**Run 1: clock wires, drivers and flops**

Scale: 4 px per um.
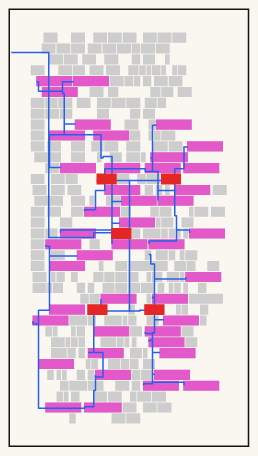
**Run 1: gate-type map**

Scale: 6 px per um.
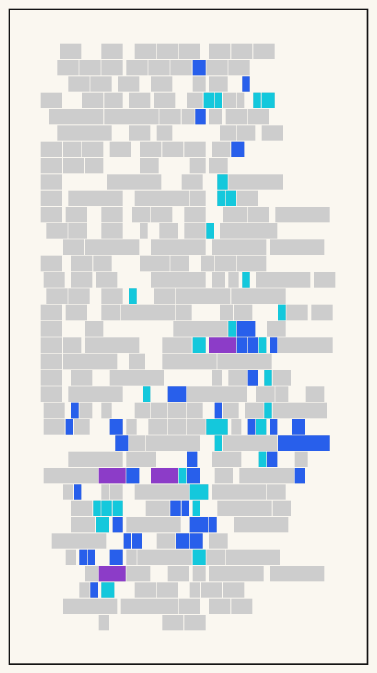
**Run 1: routing congestion map**

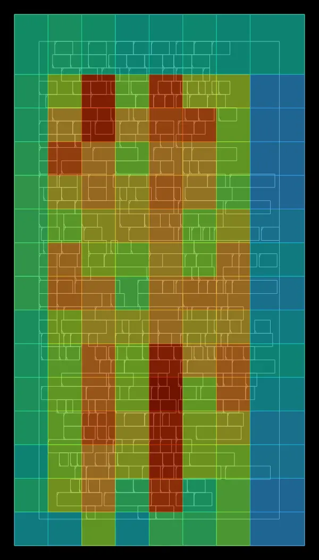
File: config.mk
export PLATFORM = sky130hd
export DESIGN_NAME = dac_sample_scheduler
export DESIGN_NICKNAME = d
export VERILOG_FILES = /design/src/rtl/dac_sample_scheduler.sv
export SDC_FILE = /design/constraint.sdc
export NUM_CORES = 1
export LEC_CHECK = 0
export CAP_MARGIN = 30
export CORE_ASPECT_RATIO = 2
export CORE_MARGIN = 5
export CORE_UTILIZATION = 45
export DETAILED_ROUTE_END_ITERATION = 8
export GPL_ROUTABILITY_DRIVEN = 0
export PLACE_DENSITY = 0.79
export SYNTH_ARGS = -nofsm -noshare
export SYNTH_HDL_FRONTEND = slang
export SYNTH_SLANG_ARGS = --single-unit
File: constraint.sdc
create_clock -name clock_50Mhz -period 2.4 [get_ports clock_50Mhz]
set_input_delay 0.6 -clock clock_50Mhz [delete_from_list [all_inputs] [get_ports clock_50Mhz]]
set_output_delay 0.6 -clock clock_50Mhz [all_outputs]
set_load 0.005 [all_outputs]
File: src/rtl/dac_sample_scheduler.sv
// Paces SPI DAC sample transfers at a fixed sample rate and arbitrates keys/song/recording sources.
// Optional macro SAMPLE_MIX_EN: in state 3 mixes key and recording samples when both are valid.
module dac_sample_scheduler #(
    parameter int unsigned SAMPLE_DIVIDER = 1136,
    parameter int unsigned SEND_TIMEOUT   = 16,
    parameter int unsigned SILENCE_CODE   = 2048
) (
    input  logic        clock_50Mhz,
    input  logic        reset_n,
    input  logic [4:0]  currentState,
    input  logic [11:0] keys_sample,
    input  logic        keys_valid,
    output logic        keys_ack,
    input  logic [11:0] song_sample,
    input  logic        song_valid,
    output logic        song_ack,
    input  logic [11:0] rec_sample,
    input  logic        rec_valid,
    output logic        rec_ack,
    output logic [11:0] dac_inputSample,
    output logic        dac_sendSample_n,
    input  logic        dac_isBusy,
    input  logic        dac_transmitComplete,
    output logic [7:0]  overrunCount,
    output logic [1:0]  activeSource
);

    localparam int unsigned SAMPLE_W = 12;
    localparam int unsigned CNT_W    = (SAMPLE_DIVIDER > 1) ? $clog2(SAMPLE_DIVIDER) : 1;
    localparam int unsigned TO_W     = $clog2(SEND_TIMEOUT + 1);

    localparam logic [SAMPLE_W-1:0] SILENCE = SAMPLE_W'(SILENCE_CODE);
    localparam logic [CNT_W-1:0]    CNT_MAX = CNT_W'(SAMPLE_DIVIDER - 1);
    localparam logic [TO_W-1:0]     TO_MAX  = TO_W'(SEND_TIMEOUT - 1);

    localparam logic [1:0] SRC_NONE = 2'd0;
    localparam logic [1:0] SRC_KEYS = 2'd1;
    localparam logic [1:0] SRC_SONG = 2'd2;
    localparam logic [1:0] SRC_REC  = 2'd3;

    typedef enum logic [1:0] {
        S_IDLE  = 2'd0,
        S_LATCH = 2'd1,
        S_SEND  = 2'd2,
        S_WAIT  = 2'd3
    } state_t;

    state_t              state, state_d;
    logic [CNT_W-1:0]    tick_cnt;
    logic                tick;
    logic [TO_W-1:0]     to_cnt, to_cnt_d;
    logic [1:0]          sel;

    logic [SAMPLE_W-1:0] pick_sample;
    logic [1:0]          pick_src;
    logic                pick_keys, pick_song, pick_rec;

    logic [SAMPLE_W-1:0] sample_d;
    logic [1:0]          src_d;
    logic                keys_ack_d, song_ack_d, rec_ack_d;
    logic                send_n_d;
    logic                overrun_inc;
    logic [7:0]          overrun_d;

    // Free-running sample-rate divider
    always_ff @(posedge clock_50Mhz or negedge reset_n) begin
        if (!reset_n) begin
            tick_cnt <= '0;
        end else if (tick) begin
            tick_cnt <= '0;
        end else begin
            tick_cnt <= tick_cnt + CNT_W'(1);
        end
    end

    assign tick = (tick_cnt == CNT_MAX);

    // Source selection by music-box state
    always_comb begin
        sel = SRC_NONE;
        case (currentState)
            5'd1, 5'd3: sel = SRC_KEYS;
            5'd2:       sel = SRC_SONG;
            5'd4:       sel = SRC_REC;
            default:    sel = SRC_NONE;
        endcase
    end

`ifdef SAMPLE_MIX_EN
    localparam int unsigned MIX_W    = SAMPLE_W + 2;
    localparam int unsigned MIDSCALE = 2048;

    logic                    mix_both;
    logic signed [MIX_W-1:0] mix_sum;
    logic [SAMPLE_W-1:0]     mix_sample;

    assign mix_both = (currentState == 5'd3) && keys_valid && rec_valid;
    assign mix_sum  = $signed(MIX_W'(keys_sample)) + $signed(MIX_W'(rec_sample))
                    - $signed(MIX_W'(MIDSCALE));

    // Clamp the offset-binary sum into the 12-bit code range
    always_comb begin
        if (mix_sum[MIX_W-1]) begin
            mix_sample = '0;
        end else if (mix_sum[MIX_W-2:SAMPLE_W] != '0) begin
            mix_sample = '1;
        end else begin
            mix_sample = mix_sum[SAMPLE_W-1:0];
        end
    end
`endif

    // Sample/ack choice captured when a tick is accepted
    always_comb begin
        pick_sample = SILENCE;
        pick_src    = SRC_NONE;
        pick_keys   = 1'b0;
        pick_song   = 1'b0;
        pick_rec    = 1'b0;
        case (sel)
            SRC_KEYS: if (keys_valid) begin
                pick_sample = keys_sample;
                pick_src    = SRC_KEYS;
                pick_keys   = 1'b1;
            end
            SRC_SONG: if (song_valid) begin
                pick_sample = song_sample;
                pick_src    = SRC_SONG;
                pick_song   = 1'b1;
            end
            SRC_REC: if (rec_valid) begin
                pick_sample = rec_sample;
                pick_src    = SRC_REC;
                pick_rec    = 1'b1;
            end
            default: ;
        endcase
`ifdef SAMPLE_MIX_EN
        if (mix_both) begin
            pick_sample = mix_sample;
            pick_src    = SRC_KEYS;
            pick_keys   = 1'b1;
            pick_rec    = 1'b1;
        end
`endif
    end

    // Transfer sequencing; sample and ack are registered so they are visible during LATCH
    always_comb begin
        state_d     = state;
        to_cnt_d    = to_cnt;
        sample_d    = dac_inputSample;
        src_d       = activeSource;
        keys_ack_d  = 1'b0;
        song_ack_d  = 1'b0;
        rec_ack_d   = 1'b0;
        send_n_d    = 1'b1;
        overrun_inc = 1'b0;

        case (state)
            S_IDLE: begin
                if (tick) begin
                    state_d    = S_LATCH;
                    sample_d   = pick_sample;
                    src_d      = pick_src;
                    keys_ack_d = pick_keys;
                    song_ack_d = pick_song;
                    rec_ack_d  = pick_rec;
                end
            end
            S_LATCH: begin
                overrun_inc = tick;
                state_d     = S_SEND;
                send_n_d    = 1'b0;
                to_cnt_d    = '0;
            end
            S_SEND: begin
                overrun_inc = tick;
                if (dac_isBusy) begin
                    state_d = S_WAIT;
                end else if (to_cnt == TO_MAX) begin
                    state_d     = S_IDLE;
                    overrun_inc = 1'b1;
                end else begin
                    send_n_d = 1'b0;
                    to_cnt_d = to_cnt + TO_W'(1);
                end
            end
            S_WAIT: begin
                overrun_inc = tick;
                if (dac_transmitComplete) begin
                    state_d = S_IDLE;
                end
            end
            default: state_d = S_IDLE;
        endcase

        overrun_d = overrunCount;
        if (overrun_inc && (overrunCount != 8'hFF)) begin
            overrun_d = overrunCount + 8'd1;
        end
    end

    // State and registered outputs
    always_ff @(posedge clock_50Mhz or negedge reset_n) begin
        if (!reset_n) begin
            state            <= S_IDLE;
            to_cnt           <= '0;
            dac_inputSample  <= SILENCE;
            dac_sendSample_n <= 1'b1;
            activeSource     <= SRC_NONE;
            keys_ack         <= 1'b0;
            song_ack         <= 1'b0;
            rec_ack          <= 1'b0;
            overrunCount     <= 8'd0;
        end else begin
            state            <= state_d;
            to_cnt           <= to_cnt_d;
            dac_inputSample  <= sample_d;
            dac_sendSample_n <= send_n_d;
            activeSource     <= src_d;
            keys_ack         <= keys_ack_d;
            song_ack         <= song_ack_d;
            rec_ack          <= rec_ack_d;
            overrunCount     <= overrun_d;
        end
    end

endmodule

==> notes.md, run 1 <==
The run finished with clean final reports. IR analysis of the VDD net gives a maximum drop of 0.607 mV. The chip area from the yosys synthesis statistics is 2200 sq um, and the number of gates given a new drive strength after cts is 0.

The number of nets handed over by synthesis was 256. The sequential share of cell area is 0.355, and the die outline width is 59.5 um. The register bit count reported by yosys came out at 44. For the number of antenna diodes, the log shows 0. Subtracting the final worst setup slack from the clock period gives 2.01 ns. The total overflow left after global routing is 0. The tools report the clock root buffer master as sky130_fd_sc_hd__clkbuf_8. During tapcell insertion the tool placed 57 well taps. The uppermost metal layer occupied by signal nets is met4.

The share of flip-flops with an asynchronous set or reset was 1.00; the power per cell area was 516 nW/um^2. The layout has 366 filler cells. The number of antenna violations at the first check in global routing was 0; the number of buffers inserted by hold repair at cts was 0. Maximum clock insertion buffer count: 2. The tools report the met1 capacity usage during global routing as 0.196. The run gives 4.50 mm as the post-DP HPWL. With the largest net degree at the start of global routing at 21, the TritonCTS buffer count is 5. Launch point of the worst reg-to-reg path: state[1]$_DFFE_PN0P_. Counting flops with a built-in enable in the synthesized netlist gives 0.

The number of distinct library cells after synthesis came out at 38. Setup total negative slack on the finished layout was measured at 0 ns. The tools report the synthesized instance count as 204. At the end of the flow, the number of nets in the layout was 336.

The tools report the wire length of the first global-routing pass as 9.21 mm. The run gives 0 for the number of setup violations in the final report. The top cell class by occupied area is sequential cells. In the routed design, unresolved DRC markers number 0. In the final report, the number of pins over their slew limit comes to 0.

Together, buffers and inverters on the worst path number 0. According to the CTS report, the clock sink count is 44. The leakage power in the latest report is 1.29 nW.
Notes on 'clock wires, drivers and flops' above:
- blue: clock wires (length 501 um)
- magenta: flip-flops (count 44)
- red: clock drivers (count 5)
- routed clock nets: 6
power in the clock group: 0.424 mW
clock skew after layout: 0.00759 ns

Notes on 'gate-type map' above:
- purple: adder and majority cells (cells 4)
- blue: NAND gates (cells 38)
- cyan: NOR gates (cells 30)
post-route insts no fill: 341
most frequent logic cell in the layout: sky130_fd_sc_hd__clkdlybuf4s50_1
logic share of the area: 0.337

Notes on 'routing congestion map' above:
Most Crowded Layer GR: met2
Total GRT Usage: 0.187

run 1: cell usage after synthesis, types with 3 or more instances:
library cell                count  area share
sky130_fd_sc_hd__xor2_1         4       0.016
sky130_fd_sc_hd__a31oi_1        4       0.011
sky130_fd_sc_hd__nand3_1       10       0.023
sky130_fd_sc_hd__nor2b_1        5       0.014
sky130_fd_sc_hd__and3_1         7       0.020
sky130_fd_sc_hd__xnor2_1       11       0.044
sky130_fd_sc_hd__ha_1           4       0.023
sky130_fd_sc_hd__nand4_1        6       0.017
sky130_fd_sc_hd__dfrtp_1       42        0.48
sky130_fd_sc_hd__a222oi_1      11       0.050
sky130_fd_sc_hd__nand4b_1       3       0.012
sky130_fd_sc_hd__nand2b_1       4       0.011
sky130_fd_sc_hd__nand2_1       14       0.024
sky130_fd_sc_hd__nor3_1         6       0.014
sky130_fd_sc_hd__mux2_2         3       0.015
sky130_fd_sc_hd__a21oi_1        3      0.0068
sky130_fd_sc_hd__nor2_1        17       0.029
sky130_fd_sc_hd__o2bb2ai_1     12       0.048
sky130_fd_sc_hd__clkbuf_1       8       0.014
sky130_fd_sc_hd__o21ai_0        6       0.014
run 1: cell families after synthesis:
family          Yosys count  synth area share
compound gates           42             0.160
xor+xnor                 15            0.0597
fa+ha+maj                 4            0.0227
buf+inv                  12            0.0216
flops                    44             0.501
mux                       6            0.0296
simple gates             81             0.205
run 1: cells in the final DEF (no fill, tap or decap), types with 2 or more instances in the layout:
cell                              netlist  final
sky130_fd_sc_hd__mux2_2                 3      3
sky130_fd_sc_hd__nand4_1                6      6
sky130_fd_sc_hd__a31oi_1                4      4
sky130_fd_sc_hd__nor2_1                17     17
sky130_fd_sc_hd__xnor2_1               11     11
sky130_fd_sc_hd__a222oi_1              11     11
sky130_fd_sc_hd__clkbuf_8               0      5
sky130_fd_sc_hd__ha_1                   4      4
sky130_fd_sc_hd__nor2b_1                5      5
sky130_fd_sc_hd__xor2_1                 4      4
sky130_fd_sc_hd__nand3_1               10     10
sky130_fd_sc_hd__a21oi_1                3      3
sky130_fd_sc_hd__o21ai_0                6      6
sky130_fd_sc_hd__and3_1                 7      7
sky130_fd_sc_hd__dfstp_2                2      2
sky130_fd_sc_hd__nand2b_1               4      4
sky130_fd_sc_hd__nand4b_1               3      3
sky130_fd_sc_hd__clkdlybuf4s50_1        0     72
sky130_fd_sc_hd__dfrtp_1               42     42
sky130_fd_sc_hd__o211ai_1               2      2
sky130_fd_sc_hd__o2bb2ai_1             12     12
sky130_fd_sc_hd__inv_1                  2      2
sky130_fd_sc_hd__nor3_1                 6      6
sky130_fd_sc_hd__and4_1                 2      2
sky130_fd_sc_hd__buf_4                  0     10
sky130_fd_sc_hd__nand2_1               14     14
sky130_fd_sc_hd__mux2i_1                2      2
run 1: registers in the layout, indices dropped and copies added, names as in the netlist:
signal	flops
activeSource	2
dac_inputSample	12
dac_sendSample_n	1
keys_ack	1
overrunCount	8
rec_ack	1
song_ack	1
state	2
tick_cnt	11
to_cnt	5
run 1: power by group:
group	total (mW)	switching (mW)	internal, mW	leakage, nW
logic	0.290	0.115	0.175	0.667
clock network	0.424	0.227	0.198	0.0410
registers	0.891	0.0959	0.795	0.580
**Run 1: close-up of the layout**

Window x 15 to 45, y 18 to 48 um. Cells in gray, sequential cells in the stronger gray; small squares are vias.
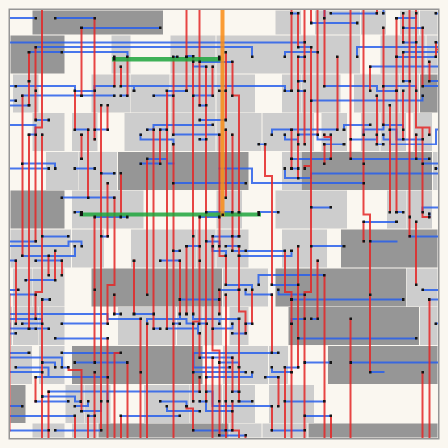

==> run 2: changes to the inputs <==
Settings changed: CORE_UTILIZATION 45 to 41, PLACE_DENSITY 0.79 to 0.76.
Clock period 2.4 ns to 1.8 ns, I/O delays scaled along.
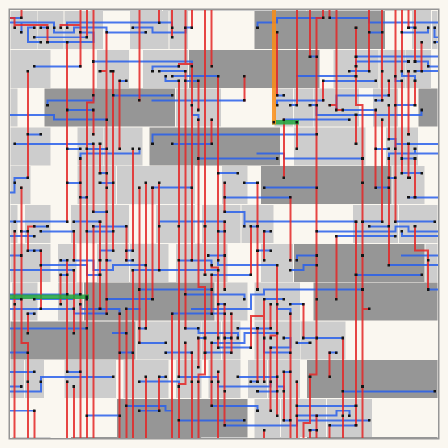
**Above:** run 2 (close-up of the layout).
Window x 16 to 46, y 19 to 49 um. Cells in gray, sequential cells in the stronger gray; small squares are vias.
- orange: metal 4
- red: metal 2
- green: metal 3
- blue: metal 1
- cells with their middle in the window: 68
- sequential cells in the window: 11
- most frequent: dfrtp_1 (11), nand3_1 (6), xnor2_1 (6)
- netlist names of flops here include: `overrunCount` (5), `tick_cnt` (3), `to_cnt` (2)

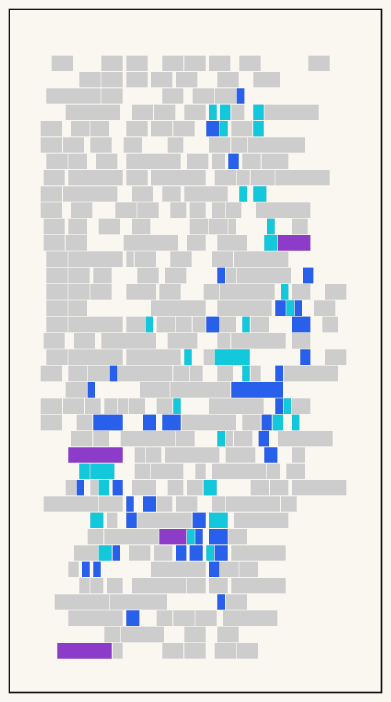
**Above:** run 2 (gate-type map).
Scale: 6 px per um.
- purple: adder and majority cells (cells 4)
- cyan: NOR gates (cells 30)
- blue: NAND gates (cells 38)
logic share of the area: 0.333
post-route insts no fill: 359

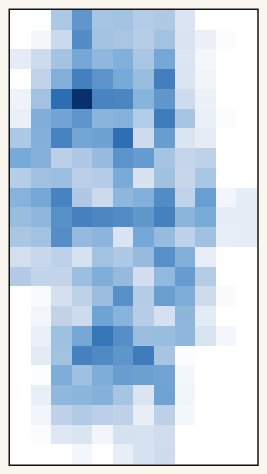
**Above:** run 2 (wire density map).
Scale: 4 px per um. 12 x 23 tiles, from white (low) to dark blue (high), scaled to the fullest tile. Values are wire area over tile area, all layers added.
- mean over tiles: 0.13
- tiles over half the peak: 19%
- nearly empty tiles: 24%
Vias: 2,001
total length of routed wires: 5.91 mm

==> run 2 against run 1 <==
Effect of this change:
- register-to-register slack worse by 0.34 ns
- largest cell class is now combinational gates
- critical path type unchanged
- clock power is 42% higher
- die size grew 8.5%
==> notes.md, run 2 <==
The post-DP HPWL was 4.55 mm. Leakage component of the power: 1.39 nW. The fraction of synthesized cell area taken by the top area cell type came out at 0.478. The synthesized instance count was 204; the number of distinct library cells after synthesis was 38.

The number of cells on the worst reg-to-reg path is 7. Adding up every negative setup slack in the final design gives 0 ns. The post-synth register bit count is 44.

Setup violations remaining at the end of the flow were counted as 0. The startpoint identified for the worst register-to-register timing path is to_cnt[1]$_DFFE_PN0P_. Critical path launch point type: a flip-flop. The script computed a power per unit cell area of 683 nW/um^2.

Register containing the most flip-flops in the final layout: dac_inputSample. The number of antenna violations at the first check in global routing came out at 0. Per the OpenROAD floorplan log, the width of the die is 61.8 um.

The synthesized netlist was found by Yosys to have 204 cells. The post-synth count of flops with an enable pin is 0. The share of flip-flops with an asynchronous set or reset is 1.00.

Biggest area consumer among synthesized cells: sky130_fd_sc_hd__dfrtp_1. The reg-to-reg critical path endpoint is overrunCount[1]$_DFFE_PN0P_. STA classifies the critical path endpoint as a flip-flop. The run finished with clean final reports. The library cell used most frequently in the layout, excluding fill and tap cells, is sky130_fd_sc_hd__clkdlybuf4s50_1.

The residual DRC count was 0; the minimum period implied by the final worst setup slack was 1.76 ns. The logs give 0.04 ns for the setup slack on the worst flop-to-flop path and 9.52 mm for the wire length of the first global-routing pass. The number of flip-flops under the largest register name is 12, and the global-route usage over all layers is 0.178. Yosys attributes the largest share of cell area to sky130_fd_sc_hd__dfrtp_1, sky130_fd_sc_hd__a222oi_1, sky130_fd_sc_hd__o2bb2ai_1.

The final layout net count is 352, and the setup skew after layout is 0.00868 ns. For the post-synth net total, the log shows 256. The dominant cell by count in the synthesized netlist is sky130_fd_sc_hd__dfrtp_1.

The tools report the clock root buffer master as sky130_fd_sc_hd__clkbuf_8. The clock net sink count is 44. Per the power-grid run, VDD falls by no more than 0.545 mV.

With the total overflow reported by the global router at 0, the post-placement cell count is 349. The count of pins over their slew limit was 0. In the final layout, the registers with the most flip-flops are dac_inputSample: 12 flops, tick_cnt: 11 flops, overrunCount: 8 flops.

In the synthesized netlist, the cells that appear most often are sky130_fd_sc_hd__dfrtp_1, sky130_fd_sc_hd__nor2_1, sky130_fd_sc_hd__nand2_1. The number of global-route vias before repair was 2,023; the chip area from the yosys synthesis statistics was 2200 sq um. The maximum clock insertion buffer count came out at 2. For the largest net degree at the start of global routing, the log shows 45. For this run, the script counts the antenna cells in the layout as 0.
==> run 2: netlist changes by cell type in the layout (fill, tap and decap cells not counted), moves of 2 or more <==
| cell | previous run | this run |
|---|---|---|
| sky130_fd_sc_hd__ha_4 | 0 | 2 |
| sky130_fd_sc_hd__buf_4 | 10 | 24 |
| sky130_fd_sc_hd__ha_1 | 4 | 1 |
| sky130_fd_sc_hd__clkdlybuf4s50_1 | 72 | 70 |
| sky130_fd_sc_hd__dlymetal6s2s_1 | 0 | 2 |
| sky130_fd_sc_hd__buf_12 | 0 | 2 |
==> run 2: area by class of cell <==
class                           instances  area (sq um)
Timing Repair Buffer                   99           951
Sequential cell                        44          1100
Inverter                                2          7.51
Multi-Input combinational cell        148          1110
Fill cell                             426          1860
Tap cell                               58          72.6
Clock inverter                          1          5.00
Clock buffer                            7          76.3
==> run 2: cell families after synthesis <==
logic type | after synthesis | share of synthesized area
flip-flops | 44 | 0.501
multiplexers | 6 | 0.0296
buffers and inverters | 12 | 0.0216
AND/OR/NAND/NOR | 81 | 0.205
adder cells (fa/ha/maj) | 4 | 0.0227
XOR/XNOR | 15 | 0.0597
AND-OR/OR-AND | 42 | 0.160
==> run 2: critical path: stages, from the launching register on <==
cell	delay [ns]
sky130_fd_sc_hd__dfrtp_1	0.40
sky130_fd_sc_hd__ha_4	0.16
sky130_fd_sc_hd__and3_4	0.19
sky130_fd_sc_hd__ha_4	0.17
sky130_fd_sc_hd__nand2b_4	0.07
sky130_fd_sc_hd__o32ai_4	0.10
sky130_fd_sc_hd__and3b_2	0.26
sky130_fd_sc_hd__mux2_4	0.30
==> run 2: worst min-delay path by stage <==
stage	start	endpoint	slack, ns	depth (start not counted)
6_report	reset_n	to_cnt[0]$_DFFE_PN0P_	0.11	2
3_5_place_dp	reset_n	to_cnt[1]$_DFFE_PN0P_	0.45	2
4_1_cts	reset_n	to_cnt[1]$_DFFE_PN0P_	0.13	2
3_3_place_gp	reset_n	to_cnt[1]$_DFFE_PN0P_	0.44	2
2_1_floorplan	reset_n	activeSource[0]$_DFFE_PN0P_	0.15	0
5_1_grt	reset_n	overrunCount[7]$_DFFE_PN0P_	0.13	2
==> run 2: metal layers <==
metal	global-route usage	wire length [um]	vias up
met4	0.0751	175	0
met2	0.314	3440	51
met3	0.0238	211	13
li1	-	-	962
met1	0.205	2080	975
met5	0	0	-
==> run 2: timing repair <==
item,4_1_cts,5_1_grt
gates resized,2,8
setup endpoints to repair,3,17
setup buffers,0,2
pin swaps,0,4
==> run 2: report_power, final <==
group          switching [mW]  internal [mW]  leakage (nW)
Sequential             0.0577           1.06         0.580
Clock                   0.327          0.273        0.0422
Combinational           0.246          0.307         0.766
Total                   0.630           1.64          1.39
==> run 2: through the flow <==
| stage | cell area, sq um | hold WS [ns] | setup WS [ns] |
|---|---|---|---|
| detailed placement | 3190 | 0.446 | -0.236 |
| floorplan | 2220 | 0.154 | 0.00405 |
| global placement | 3190 | 0.443 | -0.180 |
| global route | 3320 | 0.128 | -0.0327 |
| finish | 3320 | 0.115 | 0.0404 |
| CTS | 3270 | 0.125 | 0.00824 |
No activity file was given, so power comes from the tool's default toggle rates.
